`config.mk`:
```
export PLATFORM = sky130hd
export DESIGN_NAME = row_mem_reader
export DESIGN_NICKNAME = d
export VERILOG_FILES = /design/src/rtl/row_mem_pkg.sv /design/src/rtl/row_mem_addr_gen.sv /design/src/rtl/row_mem_reader.sv
export SDC_FILE = /design/constraint.sdc
export NUM_CORES = 1
export LEC_CHECK = 0
export CORE_AREA = 2 2 672 674
export CTS_CLUSTER_DIAMETER = 200
export CTS_CLUSTER_SIZE = 40
export DETAILED_ROUTE_END_ITERATION = 12
export DIE_AREA = 0 0 674 676
export PLACE_DENSITY = 0.3
export RECOVER_POWER = 50
export SETUP_SLACK_MARGIN = 0.02
export SLEW_MARGIN = 20
export SYNTH_ARGS = -nofsm -noshare
export SYNTH_HDL_FRONTEND = slang
export SYNTH_HIERARCHICAL = 1
export SYNTH_SLANG_ARGS = --single-unit
```
`constraint.sdc`:
```
create_clock -name clk -period 13.2 [get_ports clk]
set_input_delay 2.64 -clock clk [delete_from_list [all_inputs] [get_ports clk]]
set_output_delay 2.64 -clock clk [all_outputs]
set_load 0.02 [all_outputs]
```
`src/rtl/row_mem_pkg.sv`:
```
// Shared widths, limits and FSM encoding for the row memory reader.
package row_mem_pkg;

    localparam int NUM_IA_ROW_MEM_DEF      = 96;
    localparam int NUM_WEIGHT_ROW_MEM_DEF  = 3;
    localparam int INPUT_BW_DEF            = 8;
    localparam int IA_ROW_MEM_ADDR_DEF     = 6;
    localparam int WEIGHT_ROW_MEM_ADDR_DEF = 7;

    localparam int K_W     = 3;
    localparam int IMG_W_W = 6;

    // Physical depth of an IA row memory; addresses at or above it are out of range.
    localparam int IA_ROW_MAX_DEPTH = 34;
    // Wide enough for the largest ow*STRIDE + kw (63*7 + 7).
    localparam int IA_FULL_ADDR_W = 10;

    typedef enum logic [1:0] {
        ST_IDLE  = 2'd0,
        ST_READ  = 2'd1,
        ST_DRAIN = 2'd2,
        ST_DONE  = 2'd3
    } row_state_t;

endpackage

```
`src/rtl/row_mem_addr_gen.sv`:
```
// kw/ow loop counters and IA/weight address arithmetic for one row pass.
// ROW_MEM_READER_BOUND_CHECK_EN: keeps a wide IA address and flags entries >= IA_ROW_MAX_DEPTH.
module row_mem_addr_gen
    import row_mem_pkg::*;
#(
    parameter int IA_ADDR_W = IA_ROW_MEM_ADDR_DEF,
    parameter int W_ADDR_W  = WEIGHT_ROW_MEM_ADDR_DEF
)(
    input  logic                 clk,
    input  logic                 srst,
    input  logic                 load,
    input  logic                 advance,
    input  logic [K_W-1:0]       k,
    input  logic [K_W-1:0]       stride,
    input  logic [IMG_W_W-1:0]   img_w,
    input  logic [W_ADDR_W-1:0]  weight_base,
    output logic [IA_ADDR_W-1:0] ia_addr,
    output logic                 ia_oob,
    output logic [W_ADDR_W-1:0]  weight_addr,
    output logic                 first,
    output logic                 last,
    output logic                 final_beat
);

`ifdef ROW_MEM_READER_BOUND_CHECK_EN
    localparam int AW = IA_FULL_ADDR_W;
`else
    localparam int AW = IA_ADDR_W;
`endif

    logic [K_W-1:0]      k_reg;
    logic [K_W-1:0]      stride_reg;
    logic [IMG_W_W-1:0]  img_w_reg;
    logic [W_ADDR_W-1:0] weight_base_reg;
    logic [K_W-1:0]      kw_reg;
    logic [IMG_W_W-1:0]  ow_reg;
    // Running ow*STRIDE, so no multiplier is needed.
    logic [AW-1:0]       row_base_reg;
    logic [AW-1:0]       ia_full;

    always_ff @(posedge clk) begin
        if (srst) begin
            k_reg           <= '0;
            stride_reg      <= '0;
            img_w_reg       <= '0;
            weight_base_reg <= '0;
            kw_reg          <= '0;
            ow_reg          <= '0;
            row_base_reg    <= '0;
        end else if (load) begin
            k_reg           <= k;
            stride_reg      <= stride;
            img_w_reg       <= img_w;
            weight_base_reg <= weight_base;
            kw_reg          <= '0;
            ow_reg          <= '0;
            row_base_reg    <= '0;
        end else if (advance) begin
            if (last) begin
                kw_reg       <= '0;
                ow_reg       <= ow_reg + IMG_W_W'(1);
                row_base_reg <= row_base_reg + AW'(stride_reg);
            end else begin
                kw_reg <= kw_reg + K_W'(1);
            end
        end
    end

    assign ia_full     = row_base_reg + AW'(kw_reg);
    assign ia_addr     = IA_ADDR_W'(ia_full);
    assign weight_addr = weight_base_reg + W_ADDR_W'(kw_reg);
    assign first       = (kw_reg == '0);
    assign last        = (kw_reg == (k_reg - K_W'(1)));
    assign final_beat  = last && (ow_reg == (img_w_reg - IMG_W_W'(1)));

`ifdef ROW_MEM_READER_BOUND_CHECK_EN
    assign ia_oob = (ia_full >= AW'(IA_ROW_MAX_DEPTH));
`else
    assign ia_oob = 1'b0;
`endif

endmodule

```
`src/rtl/row_mem_reader.sv`:
```
// Row pass reader: walks kw/ow over the IA and weight row mems and streams PE-array beats.
// ROW_MEM_READER_BOUND_CHECK_EN: suppresses IA reads at out-of-range addresses and zeroes those beats.
module row_mem_reader
    import row_mem_pkg::*;
#(
    parameter int NUM_IA_ROW_MEM      = NUM_IA_ROW_MEM_DEF,
    parameter int NUM_WEIGHT_ROW_MEM  = NUM_WEIGHT_ROW_MEM_DEF,
    parameter int INPUT_BW            = INPUT_BW_DEF,
    parameter int IA_ROW_MEM_ADDR     = IA_ROW_MEM_ADDR_DEF,
    parameter int WEIGHT_ROW_MEM_ADDR = WEIGHT_ROW_MEM_ADDR_DEF
)(
    input  logic                                   clk,
    input  logic                                   reset,
    input  logic                                   start,
    input  logic [K_W-1:0]                         K,
    input  logic [K_W-1:0]                         STRIDE,
    input  logic [IMG_W_W-1:0]                     IMG_W,
    input  logic [WEIGHT_ROW_MEM_ADDR-1:0]         WEIGHT_BASE,
    output logic                                   busy,
    output logic                                   done,
    output logic [NUM_IA_ROW_MEM-1:0]              ia_row_mem_enb,
    output logic [IA_ROW_MEM_ADDR-1:0]             ia_row_mem_addrb,
    input  logic [NUM_IA_ROW_MEM*INPUT_BW-1:0]     ia_row_mem_doutb_flat,
    output logic [NUM_WEIGHT_ROW_MEM-1:0]          weight_row_mem_enb,
    output logic [WEIGHT_ROW_MEM_ADDR-1:0]         weight_row_mem_addrb,
    input  logic [NUM_WEIGHT_ROW_MEM*INPUT_BW-1:0] weight_row_mem_doutb_flat,
    output logic [NUM_IA_ROW_MEM*INPUT_BW-1:0]     act_out_flat,
    output logic [NUM_WEIGHT_ROW_MEM*INPUT_BW-1:0] weight_out_flat,
    output logic                                   out_valid,
    output logic                                   out_first,
    output logic                                   out_last
);

    row_state_t state_reg, state_next;
    logic       drain_cnt_reg, drain_cnt_next;
    logic       load;
    logic       read_active;

    logic [IA_ROW_MEM_ADDR-1:0]     gen_ia_addr;
    logic [WEIGHT_ROW_MEM_ADDR-1:0] gen_weight_addr;
    logic                           gen_oob;
    logic                           gen_first;
    logic                           gen_last;
    logic                           gen_final;

    // Stage 1 tracks the memory read cycle, stage 2 is the output register.
    logic v1_reg, first1_reg, last1_reg, oob1_reg;
    logic out_valid_reg, out_first_reg, out_last_reg;
    logic [INPUT_BW-1:0]                     act_reg [NUM_IA_ROW_MEM];
    logic [NUM_WEIGHT_ROW_MEM*INPUT_BW-1:0]  weight_reg;

    assign load        = (state_reg == ST_IDLE) && start;
    assign read_active = (state_reg == ST_READ);

    row_mem_addr_gen #(
        .IA_ADDR_W (IA_ROW_MEM_ADDR),
        .W_ADDR_W  (WEIGHT_ROW_MEM_ADDR)
    ) u_addr_gen (
        .clk         (clk),
        .srst        (reset),
        .load        (load),
        .advance     (read_active),
        .k           (K),
        .stride      (STRIDE),
        .img_w       (IMG_W),
        .weight_base (WEIGHT_BASE),
        .ia_addr     (gen_ia_addr),
        .ia_oob      (gen_oob),
        .weight_addr (gen_weight_addr),
        .first       (gen_first),
        .last        (gen_last),
        .final_beat  (gen_final)
    );

    always_ff @(posedge clk) begin
        if (reset) begin
            state_reg     <= ST_IDLE;
            drain_cnt_reg <= 1'b0;
        end else begin
            state_reg     <= state_next;
            drain_cnt_reg <= drain_cnt_next;
        end
    end

    always_comb begin
        state_next     = state_reg;
        drain_cnt_next = 1'b0;
        case (state_reg)
            ST_IDLE: begin
                if (start) begin
                    if ((K != '0) && (IMG_W != '0)) begin
                        state_next = ST_READ;
                    end else begin
                        state_next = ST_DONE;
                    end
                end
            end
            ST_READ: begin
                if (gen_final) begin
                    state_next = ST_DRAIN;
                end
            end
            ST_DRAIN: begin
                // Two cycles let the last beat clear the read and output stages.
                drain_cnt_next = 1'b1;
                if (drain_cnt_reg) begin
                    state_next = ST_DONE;
                end
            end
            ST_DONE: begin
                state_next = ST_IDLE;
            end
            default: begin
                state_next = ST_IDLE;
            end
        endcase
    end

    assign busy = (state_reg != ST_IDLE);
    assign done = (state_reg == ST_DONE);

    assign ia_row_mem_addrb     = read_active ? gen_ia_addr : '0;
    assign weight_row_mem_addrb = read_active ? gen_weight_addr : '0;

    generate
        for (genvar gi = 0; gi < NUM_IA_ROW_MEM; gi++) begin : g_ia_enb
            assign ia_row_mem_enb[gi] = read_active & ~gen_oob;
        end
        for (genvar gi = 0; gi < NUM_WEIGHT_ROW_MEM; gi++) begin : g_w_enb
            assign weight_row_mem_enb[gi] = read_active;
        end
    endgenerate

    always_ff @(posedge clk) begin
        if (reset) begin
            v1_reg        <= 1'b0;
            first1_reg    <= 1'b0;
            last1_reg     <= 1'b0;
            oob1_reg      <= 1'b0;
            out_valid_reg <= 1'b0;
            out_first_reg <= 1'b0;
            out_last_reg  <= 1'b0;
            weight_reg    <= '0;
        end else begin
            v1_reg        <= read_active;
            first1_reg    <= read_active & gen_first;
            last1_reg     <= read_active & gen_last;
            oob1_reg      <= read_active & gen_oob;
            out_valid_reg <= v1_reg;
            out_first_reg <= first1_reg;
            out_last_reg  <= last1_reg;
            if (v1_reg) begin
                weight_reg <= weight_row_mem_doutb_flat;
            end
        end
    end

    generate
        for (genvar gi = 0; gi < NUM_IA_ROW_MEM; gi++) begin : g_act
            always_ff @(posedge clk) begin
                if (reset) begin
                    act_reg[gi] <= '0;
                end else if (v1_reg) begin
                    // An out-of-range read was never enabled, so its stale data is masked.
                    act_reg[gi] <= oob1_reg ? '0
                                            : ia_row_mem_doutb_flat[gi*INPUT_BW +: INPUT_BW];
                end
            end
            assign act_out_flat[gi*INPUT_BW +: INPUT_BW] = act_reg[gi];
        end
    endgenerate

    assign weight_out_flat = weight_reg;
    assign out_valid       = out_valid_reg;
    assign out_first       = out_first_reg;
    assign out_last        = out_last_reg;

endmodule
```
Fig. 1: routed clock nets over the placement
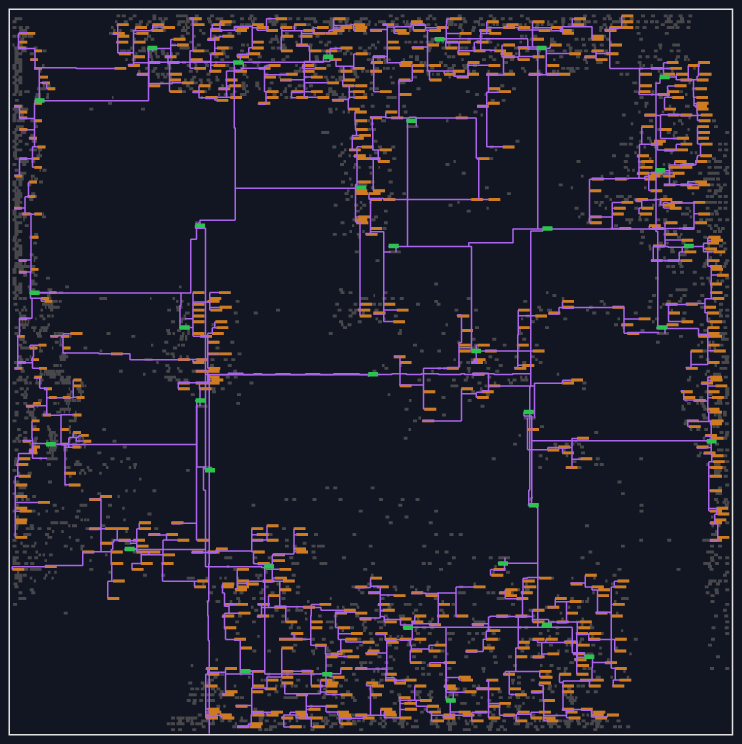
[purple] clock wires | length: 16300 um
[orange] flip-flops | count: 836
[green] clock-net drivers | count: 34
routed clock nets: 35

Fig. 2: placement by cell class
The bar under the picture is 200 um long.
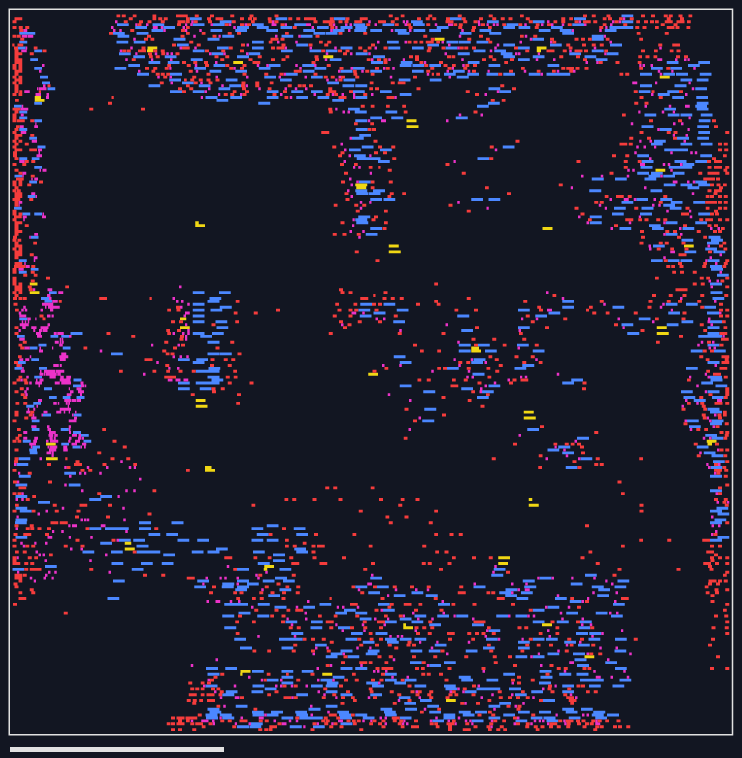
[red] remaining buffers and delay cells | cells: 1745 | share of their area: 35%
[magenta] remaining logic cells | cells: 1037 | share of their area: 13%
[blue] registers | cells: 836 | share of their area: 49%
[yellow] clock drivers and dummy loads | cells: 56 | share of their area: 2.6%

==> out/summary.json <==
{
  "status": {"value": "finished with violations"},
  "failed_checks": {"value": "max-capacitance violations, max-slew violations"},
  "end_kind": {"value": "register"},
  "power_combinational": {"value": 2.69, "unit": "mW"},
  "timing.hold.worst_path_depth": {"value": 1},
  "postSynthNetCount": {"value": 2909},
  "r2r-end": {"value": "act_reg[2][46]$_SDFFCE_PP0P_"},
  "critical_path_required": {"value": 13670, "unit": "ps"},
  "power.density": {"value": 140, "unit": "nW/um2"},
  "internal_power": {"value": 5.02, "unit": "mW"},
  "clock_tree.htree_level_count": {"value": 2},
  "met3RoutedLength": {"value": 38400, "unit": "um"},
  "stage_log_warnings": {"value": 53},
  "route.top_layer_used": {"value": "met5"},
  "worst-endpoint-arrival": {"value": 9010, "unit": "ps"},
  "critical_path_peak_fanout": {"value": 62},
  "remaining_drcs": {"value": 0},
  "grtUsageTotal": {"value": 0.128},
  "timing_worst_slew_pin_value": {"value": 4290, "unit": "ps"},
  "critical_path_class": {"value": "in -> reg"},
  "crit-reg2reg-launch": {"value": "v1_reg$_SDFF_PP0_"},
  "yosys-stat-cells": {"value": 2073},
  "syn_to_final_growth": {"value": 76.4, "unit": "%"},
  "ff_type": {"value": "edfxtp_1"},
  "number_of_ports_placed_on_the_die_boundary": {"value": 1723},
  "vias_in_the_first_global_route": {"value": 24500},
  "fin_tns_setup": {"value": 0, "unit": "ps"},
  "number_of_antenna_violations_at_the_first_check_in_global_routing": {"value": 328},
  "max-vdd-ir-drop": {"value": 0.119, "unit": "mV"},
  "numPlacedInstances": {"value": 9570},
  "cts_buffers": {"value": 34},
  "portBuffers": {"value": 1722},
  "ctsHoldBuffers": {"value": 0},
  "power_switching_share": {"value": 0.376},
  "synth_area": {"value": 32600, "unit": "um2"},
  "synth_cells": {"value": 2073},
  "final-hold-violation-count": {"value": 0},
  "detail-route-antenna-nets": {"value": 0},
  "max_freq": {"value": 117, "unit": "MHz"},
  "fin_hold_ws": {"value": 472, "unit": "ps"},
  "floorplan.initialDensity": {"value": 0.0728},
  "finalNetCount": {"value": 4490},
  "routed_via_density": {"value": 2.49},
  "setup_repair_after_global_routing_missed_its_margin": {"value": "no"},
  "drt_pre_antenna_iters": {"value": 5},
  "pg_clk": {"value": 1.70, "unit": "mW"},
  "die_w": {"value": 674, "unit": "um"},
  "edf_count": {"value": 768},
  "post_cts.repair.setup_buffers": {"value": 0},
  "clock_power_share": {"value": 0.211},
  "worstHoldStart": {"value": "last1_reg$_SDFF_PP0_"},
  "reg2reg_slack": {"value": 6270, "unit": "ps"},
  "yosys_area": {"value": 32600, "unit": "um2"},
  "average_size_of_a_mapped_cell": {"value": 15.7, "unit": "um2"},
  "cap_viol_max_count": {"value": 9},
  "synth_async_sr_flop_share": {"value": 0},
  "root_buffer": {"value": "clkbuf_16"},
  "min-delay-path-class": {"value": "reg -> reg"},
  "grt_max_degree": {"value": 181},
  "insertion_delay": {"value": 770, "unit": "ps"},
  "post_drt_wl_per_cell": {"value": 31.4, "unit": "um"},
  "hpwl": {"value": 269000, "unit": "um"},
  "reg2regPathDepth": {"value": 4},
  "pg_seq": {"value": 3.66, "unit": "mW"},
  "clk_transition_reported_paths": {"value": 160, "unit": "ps"},
  "yosys_warnings": {"value": 6},
  "minimum_period_implied_by_the_final_worst_setup_slack": {"value": 8540, "unit": "ps"},
  "cts.sinks": {"value": 836},
  "ys_seq_elements": {"value": 836},
  "coreArea": {"value": 448000, "unit": "um2"},
  "tritoncts_clock_tree": {"value": "yes"},
  "cell_row_count": {"value": 246},
  "grt_remaining_overflow": {"value": 0},
  "slew_headroom": {"value": -1.86},
  "die_area": {"value": 456000, "unit": "um2"},
  "combPwrFrac": {"value": 0.334},
  "dr_iter_0_viols": {"value": 1318},
  "drive_gt1_frac": {"value": 0.0212},
  "clockBufferDepth": {"value": 3},
  "startpoint_type": {"value": "input pin"},
  "num_vias": {"value": 24200},
  "period_used_share": {"value": 0.647},
  "totalWireLength": {"value": 305000, "unit": "um"},
  "global_route_wire_length_before_repair": {"value": 358000, "unit": "um"},
  "yosys.cell_types.count": {"value": 43},
  "fin_skew": {"value": 82.3, "unit": "ps"},
  "slew_violations": {"value": 535},
  "dr_wl_met2": {"value": 144000, "unit": "um"}
}
Fig. 3: placement view
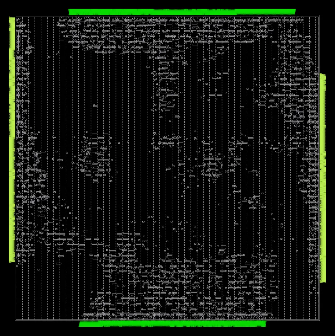
Flops: 836
share of the core filled with cells: 0.128
number of cells in the finished layout apart from fillers: 9705
tally of filler cells in the layout: 50400

==> worst max-delay path by stage <==
stage / from / to / slack [ps] / cells after the start
final: reset / act_reg[2][46]$_SDFFCE_PP0P_ / 4660 / 5
after global routing: reset / act_reg[2][46]$_SDFFCE_PP0P_ / 4060 / 5
after CTS: u_addr_gen/kw_reg[0]$_SDFFE_PP0P_ / weight_row_mem_addrb[6] / 6870 / 8
after detailed placement: reset / act_reg[0][171]$_SDFFCE_PP0P_ / 7040 / 8
after global placement: reset / act_reg[0][171]$_SDFFCE_PP0P_ / 7130 / 8
after floorplan: reset / act_reg[0][0]$_SDFFCE_PP0P_ / 330 / 2
==> through the flow <==
step	total power [mW]	worst slack [ps]	area [um2]
finish	8.05	4660	57500
floorplan	4.90	334	32600
global placement	6.60	7130	56100
detailed placement	6.59	7040	56100
CTS	8.38	6870	57300
global route	8.41	4060	57300
==> layer usage <==
layer	vias to the layer above	GRT usage
met5	-	0
met4	200	0.0358
met3	448	0.0701
met2	1381	0.209
met1	11900	0.143
li1	10200	-
==> cells in the mapped netlist (all sizes together), types with 3 or more instances <==
library cell | count | share of area
and2 | 786 | 0.15
nand3 | 6 | 0.00092
fa | 3 | 0.0018
edfxtp | 768 | 0.71
clkbuf | 24 | 0.0028
xor2 | 11 | 0.0034
nand4 | 3 | 0.0010
nor2b | 11 | 0.0023
buf | 176 | 0.042
a21o | 4 | 0.00092
xnor2 | 10 | 0.0027
o21ai | 7 | 0.0011
or2 | 3 | 0.00058
ha | 19 | 0.0073
nor2 | 52 | 0.0060
inv | 16 | 0.0018
or3 | 8 | 0.0015
nand2 | 12 | 0.0014
a21oi | 20 | 0.0031
o31ai | 3 | 0.00069
mux2i | 44 | 0.014
dfxtp | 68 | 0.042
==> cell type report <==
class | count | area (um2)
Inverter | 16 | 60.1
Antenna cell | 79 | 198
Multi-Input combinational cell | 1021 | 6650
Sequential cell | 836 | 24400
Clock buffer | 35 | 855
Timing Repair Buffer | 1745 | 17400
Clock inverter | 21 | 418
Tap cell | 5952 | 7450
Fill cell | 50400 | 390000
==> cell families after synthesis <==
| group | share of synthesized area |
|---|---|
| compound gates | 0.00710 |
| flops | 0.750 |
| xor+xnor | 0.00683 |
| fa+ha+maj | 0.00914 |
| simple gates | 0.167 |
| buf+inv | 0.0465 |
| other cells | 0.000115 |
| mux | 0.0135 |
==> layout by cell type (no fill, tap or decap), drive strengths merged, types with 2 or more instances in the layout <==
master,count
a21o,4
a21oi,20
and2,786
and2b,2
and4,2
buf,15
clkbuf,44
clkdlybuf4s50,1357
clkinv,10
dfxtp,68
diode,79
dlygate4sd3,364
edfxtp,768
fa,3
ha,19
inv,25
mux2i,44
nand2,12
nand2b,2
nand3,6
nand4,3
nor2,52
nor2b,11
nor3,2
o21ai,7
o31ai,3
o41ai,2
or2,3
or3,8
xnor2,10
xor2,11
==> worst max-delay path, stage by stage <==
cell and delay [ps]:
buf_2 80, clkbuf_1 390, or2_0 1760, clkbuf_1 3040, buf_4 870
Power is estimated from default activity; no workload was simulated.
